## config.mk

```make
export PLATFORM = sky130hd
export DESIGN_NAME = mult_div_unit
export DESIGN_NICKNAME = d
export VERILOG_FILES = /design/src/rtl/mdu_pkg.sv /design/src/rtl/mdu_iter_core.sv /design/src/rtl/mult_div_unit.sv
export SDC_FILE = /design/constraint.sdc
export NUM_CORES = 1
export LEC_CHECK = 0
export CAP_MARGIN = 0
export CORE_ASPECT_RATIO = 0.8
export CORE_MARGIN = 2
export CORE_UTILIZATION = 45
export CTS_CLUSTER_SIZE = 40
export DETAILED_ROUTE_END_ITERATION = 8
export GPL_ROUTABILITY_DRIVEN = 0
export PLACE_DENSITY = 0.62
export SYNTH_ARGS = -nofsm -noshare
export SYNTH_HDL_FRONTEND = slang
export SYNTH_SLANG_ARGS = --single-unit
```

## constraint.sdc

```tcl
create_clock -name clk -period 8.2 [get_ports clk]
set_input_delay 2.46 -clock clk [delete_from_list [all_inputs] [get_ports clk]]
set_output_delay 2.46 -clock clk [all_outputs]
set_load 0.02 [all_outputs]
```

## src/rtl/mdu_pkg.sv

```systemverilog
// Shared definitions for the MIPS multiply/divide unit: op encodings, FSM states and
// divide-by-zero constants.
package mdu_pkg;

  localparam int unsigned MduWidth = 32;

  localparam logic [1:0] MDU_MULT  = 2'd0;
  localparam logic [1:0] MDU_MULTU = 2'd1;
  localparam logic [1:0] MDU_DIV   = 2'd2;
  localparam logic [1:0] MDU_DIVU  = 2'd3;

  typedef enum logic [1:0] {
    StIdle,
    StRun,
    StFix
  } mdu_state_e;

  // Quotient bit fill used when the divisor is zero (all ones).
  localparam logic DivZeroQuoBit = 1'b1;

  function automatic logic op_is_div(input logic [1:0] op);
    return !(op == MDU_MULT || op == MDU_MULTU);
  endfunction

  function automatic logic op_is_signed(input logic [1:0] op);
    return (op == MDU_MULT) || (op == MDU_DIV);
  endfunction

endpackage

```

## src/rtl/mdu_iter_core.sv

```systemverilog
// One combinational iteration: shift-add multiply step or restoring divide step on the
// shared (2*Width+1)-bit accumulator.
module mdu_iter_core
  import mdu_pkg::*;
#(
  parameter int unsigned Width = MduWidth
) (
  input  logic               div_i,
  input  logic [2*Width:0]   acc_i,
  input  logic [Width-1:0]   opd_i,
  output logic [2*Width:0]   acc_o
);

  logic [Width:0]   sum;
  logic [Width:0]   shifted;
  logic [Width-1:0] diff;
  logic             fits;

  always_comb begin
    // Multiply: upper half accumulates the multiplicand when the current multiplier bit is set.
    sum     = acc_i[2*Width:Width] + (acc_i[0] ? {1'b0, opd_i} : '0);
    // Divide: partial remainder shifted left with the next dividend bit.
    shifted = acc_i[2*Width-1:Width-1];
    fits    = shifted >= {1'b0, opd_i};
    diff    = shifted[Width-1:0] - opd_i;
    if (div_i) begin
      acc_o = {1'b0, (fits ? diff : shifted[Width-1:0]), acc_i[Width-2:0], fits};
    end else begin
      acc_o = {1'b0, sum, acc_i[Width-1:1]};
    end
  end

endmodule

```

## src/rtl/mult_div_unit.sv

```systemverilog
// Iterative MIPS multiply/divide unit with HI/LO registers.
// Define FAST_MULT_EN to complete MULT/MULTU in a single cycle; divides stay iterative.
module mult_div_unit
  import mdu_pkg::*;
#(
  parameter int unsigned WIDTH = MduWidth
) (
  input  logic             clk,
  input  logic             rst,
  input  logic             start,
  input  logic [1:0]       op,
  input  logic [WIDTH-1:0] a,
  input  logic [WIDTH-1:0] b,
  input  logic             mthi,
  input  logic             mtlo,
  output logic             busy,
  output logic             done,
  output logic [WIDTH-1:0] hi,
  output logic [WIDTH-1:0] lo
);

  localparam int unsigned CntW = $clog2(WIDTH);
  localparam int unsigned AccW = 2 * WIDTH + 1;
  localparam logic [CntW-1:0] CntLast = CntW'(WIDTH - 1);

  mdu_state_e       state_q, state_d;
  logic [CntW-1:0]  count_q, count_d;
  logic [AccW-1:0]  acc_q, acc_d;
  logic [WIDTH-1:0] opd_q, opd_d;
  logic             is_div_q, is_div_d;
  logic             neg_q, neg_d;
  logic             rem_neg_q, rem_neg_d;
  logic [WIDTH-1:0] hi_q, hi_d;
  logic [WIDTH-1:0] lo_q, lo_d;
  logic             done_q, done_d;

  logic             a_neg, b_neg;
  logic [WIDTH-1:0] a_mag, b_mag;
  logic [AccW-1:0]  iter_acc;
  logic [2*WIDTH-1:0] prod_fix;
  logic [WIDTH-1:0] quo_fix, rem_fix;
  logic             div_zero;

  always_comb begin
    a_neg    = op_is_signed(op) & a[WIDTH-1];
    b_neg    = op_is_signed(op) & b[WIDTH-1];
    a_mag    = a_neg ? -a : a;
    b_mag    = b_neg ? -b : b;
    prod_fix = neg_q ? -acc_q[2*WIDTH-1:0] : acc_q[2*WIDTH-1:0];
    quo_fix  = neg_q ? -acc_q[WIDTH-1:0] : acc_q[WIDTH-1:0];
    // With a zero divisor the remainder ends as |a|, so the fix-up restores the raw a.
    rem_fix  = rem_neg_q ? -acc_q[2*WIDTH-1:WIDTH] : acc_q[2*WIDTH-1:WIDTH];
    div_zero = (opd_q == '0);
  end

`ifdef FAST_MULT_EN
  logic [2*WIDTH-1:0] fast_mag;
  logic [2*WIDTH-1:0] fast_prod;
  always_comb begin
    fast_mag  = {{WIDTH{1'b0}}, a_mag} * {{WIDTH{1'b0}}, b_mag};
    fast_prod = (a_neg ^ b_neg) ? -fast_mag : fast_mag;
  end
`endif

  mdu_iter_core #(
    .Width (WIDTH)
  ) u_iter_core (
    .div_i (is_div_q),
    .acc_i (acc_q),
    .opd_i (opd_q),
    .acc_o (iter_acc)
  );

  always_comb begin
    state_d   = state_q;
    count_d   = count_q;
    acc_d     = acc_q;
    opd_d     = opd_q;
    is_div_d  = is_div_q;
    neg_d     = neg_q;
    rem_neg_d = rem_neg_q;
    hi_d      = hi_q;
    lo_d      = lo_q;
    done_d    = 1'b0;
    unique case (state_q)
      StIdle: begin
        if (start) begin
`ifdef FAST_MULT_EN
          if (!op_is_div(op)) begin
            {hi_d, lo_d} = fast_prod;
            done_d       = 1'b1;
          end else
`endif
          begin
            state_d   = StRun;
            count_d   = '0;
            is_div_d  = op_is_div(op);
            neg_d     = a_neg ^ b_neg;
            rem_neg_d = a_neg;
            // Multiply: opd is the multiplicand, low half the multiplier.
            // Divide: opd is the divisor, low half the dividend.
            opd_d     = op_is_div(op) ? b_mag : a_mag;
            acc_d     = {{(WIDTH + 1){1'b0}}, (op_is_div(op) ? a_mag : b_mag)};
          end
        end else begin
          if (mthi) hi_d = a;
          if (mtlo) lo_d = a;
        end
      end
      StRun: begin
        acc_d   = iter_acc;
        count_d = count_q + 1'b1;
        if (count_q == CntLast) begin
          state_d = StFix;
          count_d = '0;
        end
      end
      StFix: begin
        state_d = StIdle;
        done_d  = 1'b1;
        if (is_div_q) begin
          hi_d = rem_fix;
          lo_d = div_zero ? {WIDTH{DivZeroQuoBit}} : quo_fix;
        end else begin
          {hi_d, lo_d} = prod_fix;
        end
      end
      default: state_d = StIdle;
    endcase
  end

  always_ff @(posedge clk or posedge rst) begin
    if (rst) begin
      state_q   <= StIdle;
      count_q   <= '0;
      acc_q     <= '0;
      opd_q     <= '0;
      is_div_q  <= 1'b0;
      neg_q     <= 1'b0;
      rem_neg_q <= 1'b0;
      hi_q      <= '0;
      lo_q      <= '0;
      done_q    <= 1'b0;
    end else begin
      state_q   <= state_d;
      count_q   <= count_d;
      acc_q     <= acc_d;
      opd_q     <= opd_d;
      is_div_q  <= is_div_d;
      neg_q     <= neg_d;
      rem_neg_q <= rem_neg_d;
      hi_q      <= hi_d;
      lo_q      <= lo_d;
      done_q    <= done_d;
    end
  end

  assign busy = (state_q != StIdle);
  assign done = done_q;
  assign hi   = hi_q;
  assign lo   = lo_q;

endmodule

```

Figure 1. M2 wires.
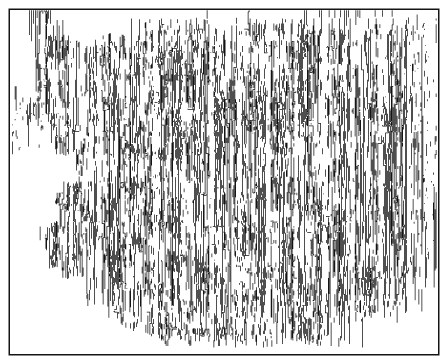
- main direction: vertical
- share of all routed wire: 40%
- wire length on this layer: 21.9 mm
- nets with wire on the layer: 1,615
- longest straight run: 114 um
drt total wl: 54,100 um
global-route met2 utilization: 43.9%
via count: 14,500

Figure 2. Clock nets.
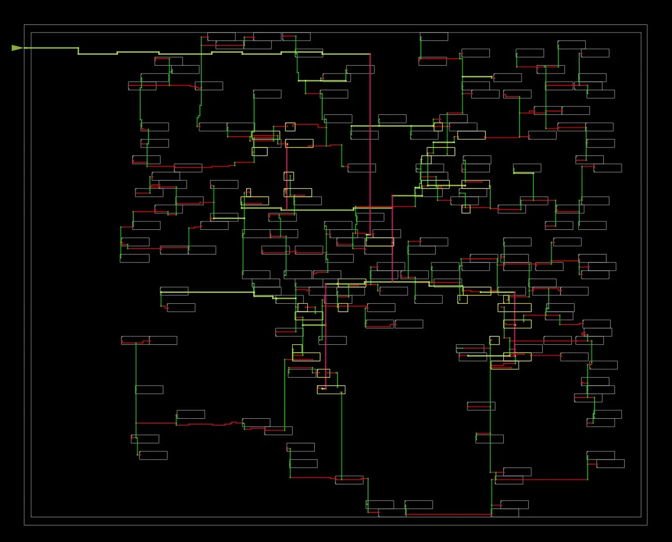
cts bufs inserted: 17
clk pwr: 0.000829 W
clock sink count: 171
Max Clock Skew: 17.2 ps

Figure 3. Placement by cell class.
The bar under the picture is 50 um long. Fill, decap, tap and diode cells in gray.
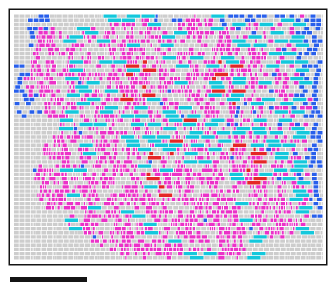
- other buffers and delay cells: blue (cells 160; share of their area 9.4%)
- clock drivers and dummy loads: red (cells 32; share of their area 3.5%)
- flops: cyan (cells 171; share of their area 26%)
- combinational and other logic: magenta (cells 1,521; share of their area 61%)
sequential share of cell area: 25.2%
# rows: 59
post-layout instance area: 17,000 sq um
fin util: 52.4%
Core ar.: 32,400 sq um

Figure 4. Gate-type map.
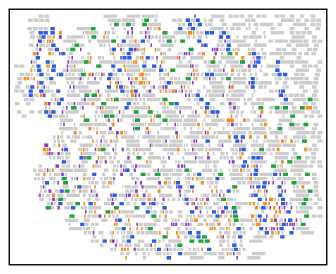
- NAND gates: purple (cells 224; where spread over the die)
- NOR gates: orange (cells 213; where spread over the die)
- XOR/XNOR gates: blue (cells 168; where spread over the die)
- multiplexers: green (cells 90; where spread over the die)
most common cell after layout, fill and taps aside: dfrtp_1
final std cells w/o fill: 2,312
Comb area share: 57.7%

==> out/qor.yml <==
outcome:
  status: "finished clean"
logic_synthesis:
  edf_count: 0
  syn_area_per_cell_sq_um: 8.15
  ys_seq_share_pct: 29.0
  xor_area_share_pct: 9.99
  ys_cells: 1808
  yosysTopAreaCell: "dfrtp_1"
  synthSimpleGateAreaFrac_pct: 16.7
  area_leaders: "dfrtp_1, ha_1, mux2i_1"
  synth-seq-cells: 171
  top_cell_area_share_pct: 29.0
hold_path:
  worstHoldStart: "opd_q[19]"
  hold_end: "opd_q[19]"
final_layout:
  flop-count: 171
  clkbuf_count: 19
  seq_area_sq_um: 4280
  inverters: 63
  largest_reg_flops: 64
  comb_cells: 1458
  n_all_buffers: 160
setup_path:
  crit_end: "acc_q[16]"
  critPathMaxStageDelay_ps: 850
  r2r-end: "acc_q[41]"
  worstRegToRegCells: 12
floorplan:
  io_pins: 137
clock_network:
  cts_max_path_buffers: 2
final_timing:
  hold_viol_final: 0
  hold_ws_ps: 505
detailed_routing:
  drt-met1-wl_um: 25000
  initialDrtViolationCount: 1543
  routed.top_layer: "met4"
  routedWlPerCell_um: 23.4
  firstDrtPassIters: 5
grt:
  grt_pass1_vias: 13400
power_and_ir_drop:
  combinationalPowerShare_pct: 66.2
No activity file was given, so power comes from the tool's default toggle rates.
